File: src/rtl/trade_report_tx_if.sv
// ---------------------------------------------------------------------------
// trade_report_tx_if
//   GPIO handshake bundle between the trade report transmitter and the
//   software-driven host.
//   tx_word  : 16-bit word presented to the GPIO input bus
//   tx_req   : high while tx_word is valid and awaiting acknowledge
//   host_ack : 4-phase acknowledge driven by a software GPIO bit
//   master   : transmitter side; slave : host side
// ---------------------------------------------------------------------------
interface trade_report_tx_if;
  logic [15:0] tx_word;
  logic        tx_req;
  logic        host_ack;

  modport master (output tx_word, output tx_req, input host_ack);
  modport slave  (input tx_word, input tx_req, output host_ack);
endinterface

File: src/rtl/trade_report_tx.sv
// ---------------------------------------------------------------------------
// trade_report_tx
//   Return path from the trading core to the processor subsystem. Detects
//   rising buy/sell decisions, snapshots {buy, sell, stock_id, seq, profit}
//   into a small FIFO and streams each event as a header word followed by a
//   profit word over a 4-phase req/ack handshake.
//
// Ports
//   clk         : system clock, shared with processor GPIO
//   rst         : asynchronous active-low reset
//   buy_signal  : buy decision from the trading core
//   sell_signal : sell decision from the trading core
//   stock_id    : stock identifier accompanying a decision
//   profit      : running profit, sampled with the event
//   tx_if       : handshake bundle (tx_word, tx_req out; host_ack in)
//   fifo_level  : number of queued events
//   drop_count  : events lost to a full FIFO, saturating at all-ones
//   busy        : high whenever the transmit FSM is not in IDLE
//
// Build option
//   ACK_SYNC_EN : when defined, host_ack passes a 2-flop synchronizer before
//                 the FSM (2 extra cycles per ack transition).
// ---------------------------------------------------------------------------
module trade_report_tx #(
  parameter int DEPTH = 8,
  parameter int CNT_W = 8
) (
  input  logic                   clk,
  input  logic                   rst,
  input  logic                   buy_signal,
  input  logic                   sell_signal,
  input  logic [1:0]             stock_id,
  input  logic [15:0]            profit,
  trade_report_tx_if.master      tx_if,
  output logic [$clog2(DEPTH):0] fifo_level,
  output logic [CNT_W-1:0]       drop_count,
  output logic                   busy
);

  localparam int AW    = $clog2(DEPTH);
  localparam int LVL_W = AW + 1;
  localparam logic [LVL_W-1:0] DEPTH_L = LVL_W'(DEPTH);

  typedef enum logic [2:0] {
    IDLE    = 3'd0,
    HDR_REQ = 3'd1,
    HDR_REL = 3'd2,
    PAY_REQ = 3'd3,
    PAY_REL = 3'd4
  } state_t;

  // Header word: sync nibble, decision flags, stock id, low 8 bits of seq.
  function automatic logic [15:0] make_header(input logic       buy,
                                              input logic       sell,
                                              input logic [1:0] id,
                                              input logic [7:0] seq);
    return {4'hA, buy, sell, id, seq};
  endfunction

  logic             prev_buy_r;
  logic             prev_sell_r;
  logic [CNT_W-1:0] seq_r;
  logic [CNT_W-1:0] drop_r;
  logic [AW-1:0]    wr_ptr_r;
  logic [AW-1:0]    rd_ptr_r;
  logic [LVL_W-1:0] level_r;
  logic [31:0]      mem_r [DEPTH];
  state_t           state_r;
  logic [15:0]      tx_word_r;
  logic             tx_req_r;
  logic             busy_r;
  logic [15:0]      pay_r;

  logic             ev_s;
  logic             pop_s;
  logic             push_s;
  logic             drop_s;
  logic             ack_s;
  logic [7:0]       seq_hdr_s;
  logic [31:0]      wr_rec_s;
  logic [31:0]      rd_rec_s;

  // Header carries exactly 8 sequence bits regardless of CNT_W.
  if (CNT_W >= 8) begin : g_seq_wide
    assign seq_hdr_s = seq_r[7:0];
  end else begin : g_seq_narrow
    assign seq_hdr_s = {{(8-CNT_W){1'b0}}, seq_r};
  end

`ifdef ACK_SYNC_EN
  logic ack_meta_r;
  logic ack_sync_r;

  // Two-flop synchronizer for the software-driven acknowledge bit.
  always_ff @(posedge clk or negedge rst) begin
    if (!rst) begin
      ack_meta_r <= 1'b0;
      ack_sync_r <= 1'b0;
    end else begin
      ack_meta_r <= tx_if.host_ack;
      ack_sync_r <= ack_meta_r;
    end
  end
  assign ack_s = ack_sync_r;
`else
  assign ack_s = tx_if.host_ack;
`endif

  // Event detect, FIFO push/pop decisions and the record to be queued.
  always_comb begin
    ev_s     = (buy_signal | sell_signal) & ~(prev_buy_r | prev_sell_r);
    pop_s    = (state_r == IDLE) && (level_r != {LVL_W{1'b0}});
    // A full FIFO still accepts the event when a slot frees on the same edge.
    push_s   = ev_s && ((level_r < DEPTH_L) || pop_s);
    drop_s   = ev_s && !push_s;
    wr_rec_s = {make_header(buy_signal, sell_signal, stock_id, seq_hdr_s), profit};
  end

  assign rd_rec_s = mem_r[rd_ptr_r];

  // Edge-detect history, sequence number and saturating drop counter.
  always_ff @(posedge clk or negedge rst) begin
    if (!rst) begin
      prev_buy_r  <= 1'b0;
      prev_sell_r <= 1'b0;
      seq_r       <= {CNT_W{1'b0}};
      drop_r      <= {CNT_W{1'b0}};
    end else begin
      prev_buy_r  <= buy_signal;
      prev_sell_r <= sell_signal;
      // Dropped events still consume a sequence number so gaps are visible.
      if (ev_s) begin
        seq_r <= seq_r + CNT_W'(1);
      end
      if (drop_s && (drop_r != {CNT_W{1'b1}})) begin
        drop_r <= drop_r + CNT_W'(1);
      end
    end
  end

  // FIFO storage; contents are don't-care until written.
  always_ff @(posedge clk) begin
    if (push_s) begin
      mem_r[wr_ptr_r] <= wr_rec_s;
    end
  end

  // FIFO pointers and occupancy.
  always_ff @(posedge clk or negedge rst) begin
    if (!rst) begin
      wr_ptr_r <= {AW{1'b0}};
      rd_ptr_r <= {AW{1'b0}};
      level_r  <= {LVL_W{1'b0}};
    end else begin
      if (push_s) begin
        wr_ptr_r <= wr_ptr_r + AW'(1);
      end
      if (pop_s) begin
        rd_ptr_r <= rd_ptr_r + AW'(1);
      end
      if (push_s && !pop_s) begin
        level_r <= level_r + LVL_W'(1);
      end else if (pop_s && !push_s) begin
        level_r <= level_r - LVL_W'(1);
      end
    end
  end

  // Transmit FSM: header then payload, each over a full 4-phase handshake.
  always_ff @(posedge clk or negedge rst) begin
    if (!rst) begin
      state_r   <= IDLE;
      tx_word_r <= 16'h0000;
      tx_req_r  <= 1'b0;
      busy_r    <= 1'b0;
      pay_r     <= 16'h0000;
    end else begin
      case (state_r)
        IDLE: begin
          if (pop_s) begin
            tx_word_r <= rd_rec_s[31:16];
            pay_r     <= rd_rec_s[15:0];
            tx_req_r  <= 1'b1;
            busy_r    <= 1'b1;
            state_r   <= HDR_REQ;
          end
        end
        HDR_REQ: begin
          if (ack_s) begin
            tx_req_r <= 1'b0;
            state_r  <= HDR_REL;
          end
        end
        HDR_REL: begin
          if (!ack_s) begin
            tx_word_r <= pay_r;
            tx_req_r  <= 1'b1;
            state_r   <= PAY_REQ;
          end
        end
        PAY_REQ: begin
          if (ack_s) begin
            tx_req_r <= 1'b0;
            state_r  <= PAY_REL;
          end
        end
        PAY_REL: begin
          if (!ack_s) begin
            busy_r  <= 1'b0;
            state_r <= IDLE;
          end
        end
        default: begin
          tx_req_r <= 1'b0;
          busy_r   <= 1'b0;
          state_r  <= IDLE;
        end
      endcase
    end
  end

  assign tx_if.tx_word = tx_word_r;
  assign tx_if.tx_req  = tx_req_r;
  assign fifo_level    = level_r;
  assign drop_count    = drop_r;
  assign busy          = busy_r;

endmodule

File: src/flat_wrapper.sv
// flat-port wrapper written by rule: the top's interface ports become plain ports
module trade_report_tx_flat 
#(
  parameter int DEPTH = 8,
  parameter int CNT_W = 8
)
  (clk, rst, buy_signal, sell_signal, stock_id, profit, fifo_level, drop_count, busy, tx_if_tx_word, tx_if_tx_req, tx_if_host_ack);
  trade_report_tx_if tx_if_i ();
  input  logic clk;
  input  logic rst;
  input  logic buy_signal;
  input  logic sell_signal;
  input  logic [1:0] stock_id;
  input  logic [15:0] profit;
  output logic [$clog2(DEPTH):0] fifo_level;
  output logic [CNT_W-1:0] drop_count;
  output logic busy;
  output wire logic [$bits(tx_if_i.tx_word)-1:0] tx_if_tx_word;
  output wire logic [$bits(tx_if_i.tx_req)-1:0] tx_if_tx_req;
  input wire logic [$bits(tx_if_i.host_ack)-1:0] tx_if_host_ack;
  assign tx_if_tx_word = tx_if_i.tx_word;
  assign tx_if_tx_req = tx_if_i.tx_req;
  assign tx_if_i.host_ack = tx_if_host_ack;
  trade_report_tx #(.DEPTH(DEPTH), .CNT_W(CNT_W)) u_core (.clk(clk), .rst(rst), .buy_signal(buy_signal), .sell_signal(sell_signal), .stock_id(stock_id), .profit(profit), .tx_if(tx_if_i), .fifo_level(fifo_level), .drop_count(drop_count), .busy(busy));
endmodule
File: config.mk
export PLATFORM = sky130hd
export DESIGN_NAME = trade_report_tx_flat
export DESIGN_NICKNAME = d
export VERILOG_FILES = /design/src/rtl/trade_report_tx_if.sv /design/src/rtl/trade_report_tx.sv /design/src/flat_wrapper.sv
export SDC_FILE = /design/constraint.sdc
export NUM_CORES = 1
export LEC_CHECK = 0
export ABC_AREA = 1
export CAP_MARGIN = 20
export CORE_MARGIN = 2
export CORE_UTILIZATION = 50
export CTS_CLUSTER_DIAMETER = 200
export CTS_CLUSTER_SIZE = 8
export DETAILED_ROUTE_END_ITERATION = 6
export GPL_TIMING_DRIVEN = 1
export PLACE_DENSITY = 0.69
export SETUP_SLACK_MARGIN = 0.1
export SKIP_CTS_REPAIR_TIMING = 1
export SKIP_LAST_GASP = 1
export SYNTH_ARGS = -nofsm -noshare
export SYNTH_HDL_FRONTEND = slang
export SYNTH_SLANG_ARGS = --single-unit
export TNS_END_PERCENT = 30
File: constraint.sdc
create_clock -name clk -period 6.9 [get_ports clk]
set_input_delay 1.035 -clock clk [delete_from_list [all_inputs] [get_ports clk]]
set_output_delay 1.035 -clock clk [all_outputs]
set_load 0.01 [all_outputs]
==> run_1/cell_classes.png <==
The bar under the picture is 50 microns long. Fill, decap, tap and diode cells in grey.
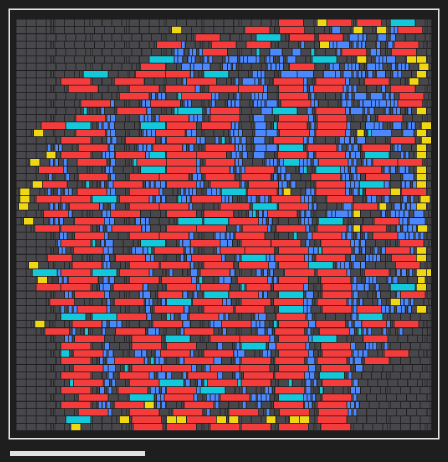
[red] flops | cells: 289
[blue] all other logic | cells: 708
[yellow] other buffers and delay cells | cells: 58
[cyan] clock drivers and dummy loads | cells: 77
Core Area: 0.0234 sq mm
sequential cell area share: 0.601
Final Core Density: 0.594
std cell rows: 56

==> run_1/met1.png <==
Supply wires on this layer in grey.
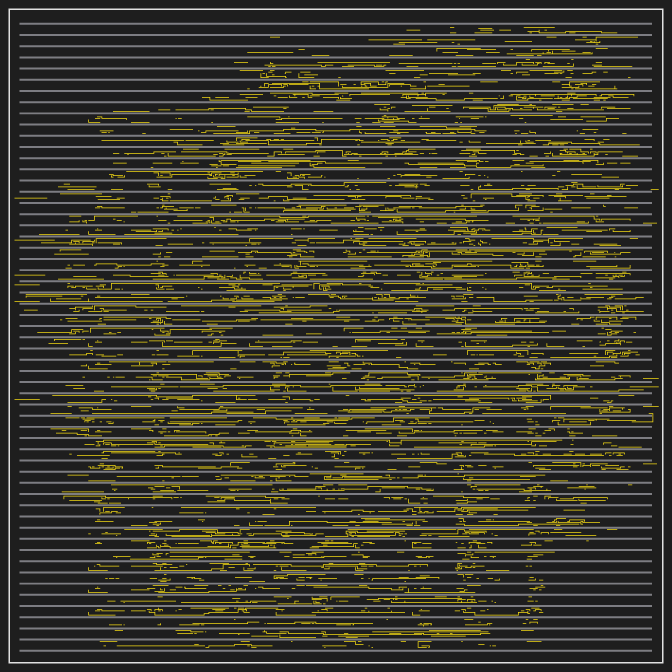
wire length on this layer: 10400 microns
main direction: horizontal
longest straight run: 69.5 microns
vias: 7636
Routed Wire Length: 24.8 mm
M1 GR Usage: 0.265

==> run_1/met4.png <==
The bar under the picture is 50 microns long. Supply wires on this layer in grey. Cells faint in the background.
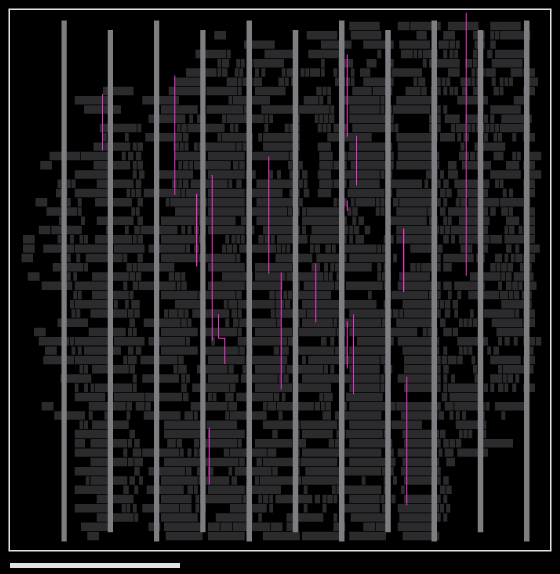
main direction: vertical
nets with wire on the layer: 11
share of all routed wire: 1.8%
longest straight run: 76.8 microns
wire length on this layer: 448 microns

==> results.ini, run 1 <==
[placement]
dpl.hpwl_mm = 13.6
placed_area_sq_mm = 0.0127
port_buffers = 52
gp_congestion = 0.748

[cells_and_area]
lay_top_count = nand2_1
clock_area_frac = 0.0887
nets = 1130
largest_reg_flops = 224
regMostFlops = u_core.mem_r
comb_share = 0.224
logic_gates = 646
synthToLayoutAreaGrowth_pct = 16.7
logic_area_sq_mm = 0.00312
seq_area_sq_mm = 0.00836
n_clock_buffer = 74
buffers_excl_clock = 58
fillerInstances = 1881
biggestCellCategory = registers
layout.nonclk_buf_frac = 0.0403
final_area_sq_mm = 0.0139
num-nonclk-inverters = 62
final_cell_mix = 238 x nand2_1, 224 x edfxtp_1, 132 x nor2_1
seq_cells = 289
antenna_cells = 0
drive_above_1_share = 0.0724

[clock_tree]
path_clk_slew_ns = 0.05
clkLatencyLatePin_ns = 0.52
htree_levels = 2
cts_tree = done
cts.path.max_buffers = 3
cts_root_buf = clkbuf_16
cts.sinks = 289

[floorplan]
fp.dieH_microns = 158
ios = 53
n_tap_cell = 319
die_w_microns = 158
initCoreUtil = 0.509
chipArea_sq_mm = 0.0251

[run]
warnings = 26
cap_violations = 0

[setup_path]
critPathLaunch = sell_signal
worstSetupPathType = in -> reg
start_kind = input pin
required_ns = 7.04
r2r_cells = 8
cp-endpoint = u_core.mem_r[5][21]
crit_path_max_fanout = 28
cp.arrival_ns = 3.24
cp-end-kind = flop
r2r-start = u_core.rd_ptr_r[1]

[sta]
post-route-min-period_ns = 3.10
tns_ns = 0
worst_clock_skew_ns = 0.00896
rsz0062_at_grt = no
max_freq_mhz = 322
setup_viol = 0
min_period_over_period = 0.450
timing.slew.headroom = 0.325
hold_slack_ns = 0.466
worstMarginPinSlew_ns = 1.01
hold_viol_final = 0

[grt]
use_met3 = 0.0384
antenna_found_initial = 0
grt_most_used_layer = met2
grtUsageMet2 = 0.359
grt.overflow.total = 0
grt_use_total = 0.207
grt_pass1_wl_mm = 39.6
grt_max_degree = 91

[synthesis]
most_common_cell = nand2_1
ys.flop_type = edfxtp_1
synthAdderAreaFrac = 0.00903
yosys.area_share.aoi = 0.0596
synth_top_cell_by_area = edfxtp_1
synthTopLogicFamily = simple AND/OR/NAND/NOR gates
yosysTopAreaCellShare = 0.564
synth_cells = 1048
synth_nets = 1079
synth_flops = 289
edf_count = 224
yosys-stat-cells = 1048
avgSynthCellArea_sq_um = 11.4
common_cells = 238 x nand2_1, 224 x edfxtp_1, 140 x nor2_1
yosys.area_share.xor_xnor = 0.0139
yosysChipArea_sq_mm = 0.0119
mux_share = 0
ys_warn_count = 0
simple_gate_share = 0.174
syn-cell-area_sq_mm = 0.0119
ys_seq_share = 0.701
synth.area.top_cells = edfxtp_1 56%, dfrtp_1 14%, nand2_1 7.5%
synthArstFlopShare = 0.225

[detailed_routing]
viasPerCell = 5.26
final_antenna_net_count = 0
firstDrtPassIters = 6
m1WireLength_mm = 10.4
met2_wirelength_mm = 12.3
top_layer_used = met4
drcViolationCount = 0
dr_wl_met3_mm = 1.62
initialDrtViolationCount = 600
routedWlPerCell_microns = 17.1

[hold_path]
hold_class = reg -> reg
worstHoldStart = u_core.busy
whs_endpoint = u_core.busy
hold_depth = 2

[power_and_ir_drop]
cellPowerDensity_mw_per_mm2 = 443
irDropWorstVdd_uv = 257
total_power_mw = 6.16

[outcome]
status = complete, no violations

==> run 1: worst max-delay path: stages <==
cell	delay, ns
clkdlybuf4s50_1	0.70
o21ai_2	0.19
a21oi_4	0.34
nand2_4	0.16
nor2_4	0.80
==> run 1: stage by stage <==
stage               worst slack [ns]  cells   util
global route                    3.62   1451  0.594
floorplan                       3.80   1048      -
global placement                3.29   1374  0.541
detailed placement              3.23   1374  0.541
finish                          3.80   1451  0.594
CTS                             3.77   1451  0.594
==> run 1: power breakdown <==
part	total, mW	leakage [nW]	internal (mW)	switching [mW]
combinational	1.89	1.94	0.649	1.24
sequential	2.40	2.82	2.18	0.220
clock	1.87	0.584	1.16	0.711
==> run_1/final_congestion.png <==
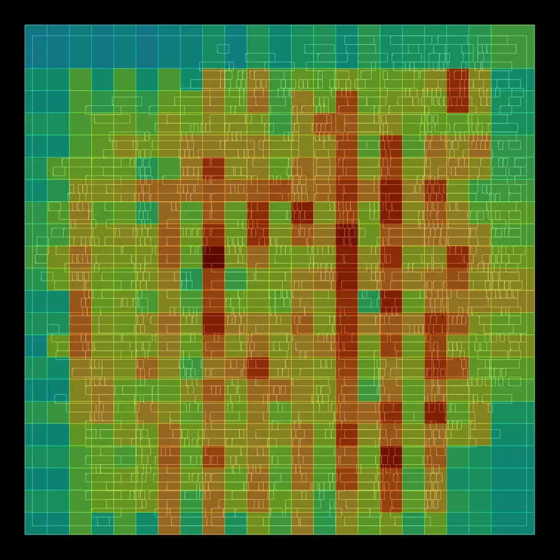

--- run 2 (diff from run 1) ---
- clock period: 6.9 -> 3.1 ns (I/O delays scaled with it)
==> run_2/final_congestion.png <==
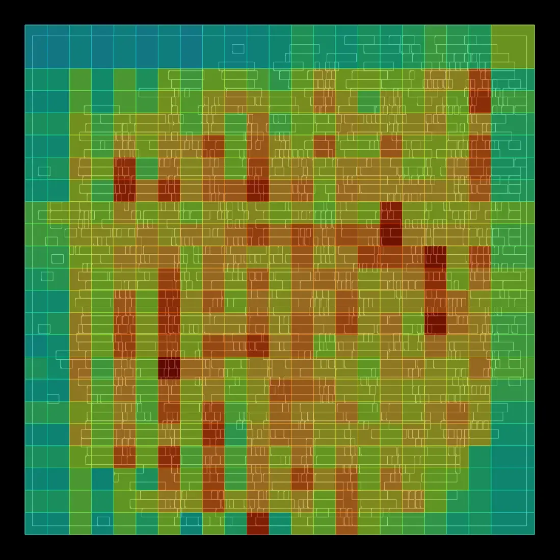
M3 GR Usage: 0.0406
GR Util All Layers: 0.208

==> run_2/cell_classes.png <==
The bar under the picture is 50 microns long. Fill, decap, tap and diode cells in grey.
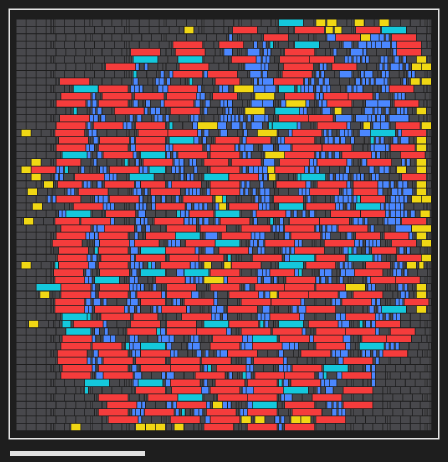
[red] flops | cells: 289
[cyan] clock drivers and dummy loads | cells: 78
[blue] all other logic | cells: 708
[yellow] other buffers and delay cells | cells: 73
Final Core Density: 0.605
Post-Layout Inst Area: 0.0141 sq mm
sequential cell area share: 0.591

==> results.ini, run 2 <==
[sta]
min_period_over_period = 0.727
post-route-min-period_ns = 2.25
setup_slack_ns = 0.848
hold_slack_ns = -0.00552
hold_viol_final = 10
setup_viol = 0
tns_ns = 0
worstMarginPinSlew_ns = 0.983
worst_clock_skew_ns = 0.0141

[grt]
grt_max_degree = 90
use_met1 = 0.262
grt_pass1_wl_mm = 39.9

[floorplan]
core-area_sq_mm = 0.0234
initCoreUtil = 0.509
ios = 53
fp.dieH_microns = 158
fp-row-count = 56

[setup_path]
worstSetupPathType = reg -> reg
r2r-start = u_core.fifo_level[3]
r2r_cells = 15
critPathSlowestCell = dfrtp_1
start_kind = flop
crit_path_max_fanout = 7
cp_cell_sequence = nor2_1 > nand2_1 > nand2_4 > a21oi_4 > ha_1 > inv_1 > ha_1 > nand2_1 > inv_1 > o21ai_0 > nand2_1 > nand2_1 > nand2_1 > nand2_1 > nand2_1
cp.arrival_ns = 2.67
cp-end-kind = flop
required_ns = 3.51
cp.depth = 15
critPathLaunch = u_core.fifo_level[3]

[synthesis]
mux_share = 0
synth.area.top_cells = edfxtp_1 56%, dfrtp_1 14%, nand2_1 7.5%
avgSynthCellArea_sq_um = 11.4
ys_warn_count = 0
yosys-stat-cells = 1048
synth_nets = 1079
synth_top_cell_by_area = edfxtp_1
simple_gate_share = 0.174
edf_count = 224
common_cells = 238 x nand2_1, 224 x edfxtp_1, 140 x nor2_1
yosysTopAreaCellShare = 0.564
synth_flops = 289
most_common_cell = nand2_1

[cells_and_area]
antenna_cells = 0
nets = 1145
final_cell_mix = 238 x nand2_1, 224 x edfxtp_1, 132 x nor2_1
lay_top_count = nand2_1
layoutNonFillerInstCount = 1467

[power_and_ir_drop]
irDropWorstVdd_uv = 549
cellPowerDensity_mw_per_mm2 = 979
total_power_mw = 13.9

[placement]
port_buffers = 52
placed_area_sq_mm = 0.0129
dp_slack_ns = 0.514
gp_congestion = 0.785

[detailed_routing]
top_layer_used = met4
firstDrtPassIters = 7
final_antenna_net_count = 0
drcViolationCount = 0
dr_wl_met3_mm = 1.33
initialDrtViolationCount = 601
viasPerCell = 5.31

[outcome]
status = finished with violations
violations = hold timing

[run]
cap_violations = 0

[clock_tree]
path_clk_slew_ns = 0.05
clkLatencyLatePin_ns = 0.53
htree_levels = 2
cts_root_buf = clkbuf_16
cts_tree = done

run 2: worst min-delay path by stage:
stage	end	slack (ns)	start	depth (start not counted)
2_1_floorplan	u_core.busy	0.17	rst	0
3_3_place_gp	u_core.busy	0.46	u_core.busy	2
3_5_place_dp	u_core.busy	0.46	u_core.busy	2
4_1_cts	u_core.pay_r[15]	-0.002	rst	1
5_1_grt	u_core.pay_r[1]	0.02	rst	1
6_report	u_core.pay_r[1]	-0.006	rst	1
run 2: area by class of cell:
cell class,count,area [sq um]
multi-input cells,646,3120
repair buffers,73,798
fillers,1857,9260
clock buffers,75,1200
flip-flops and latches,289,8360
inverters,62,233
well taps,319,399
clock inverters,3,41.3
run 2: power by group:
group	leakage, nW	switching [mW]	internal, mW
sequential	2.82	0.534	4.85
clock	0.586	1.58	2.59
combinational	2.05	2.76	1.53
Power and IR drop assume default switching activity.
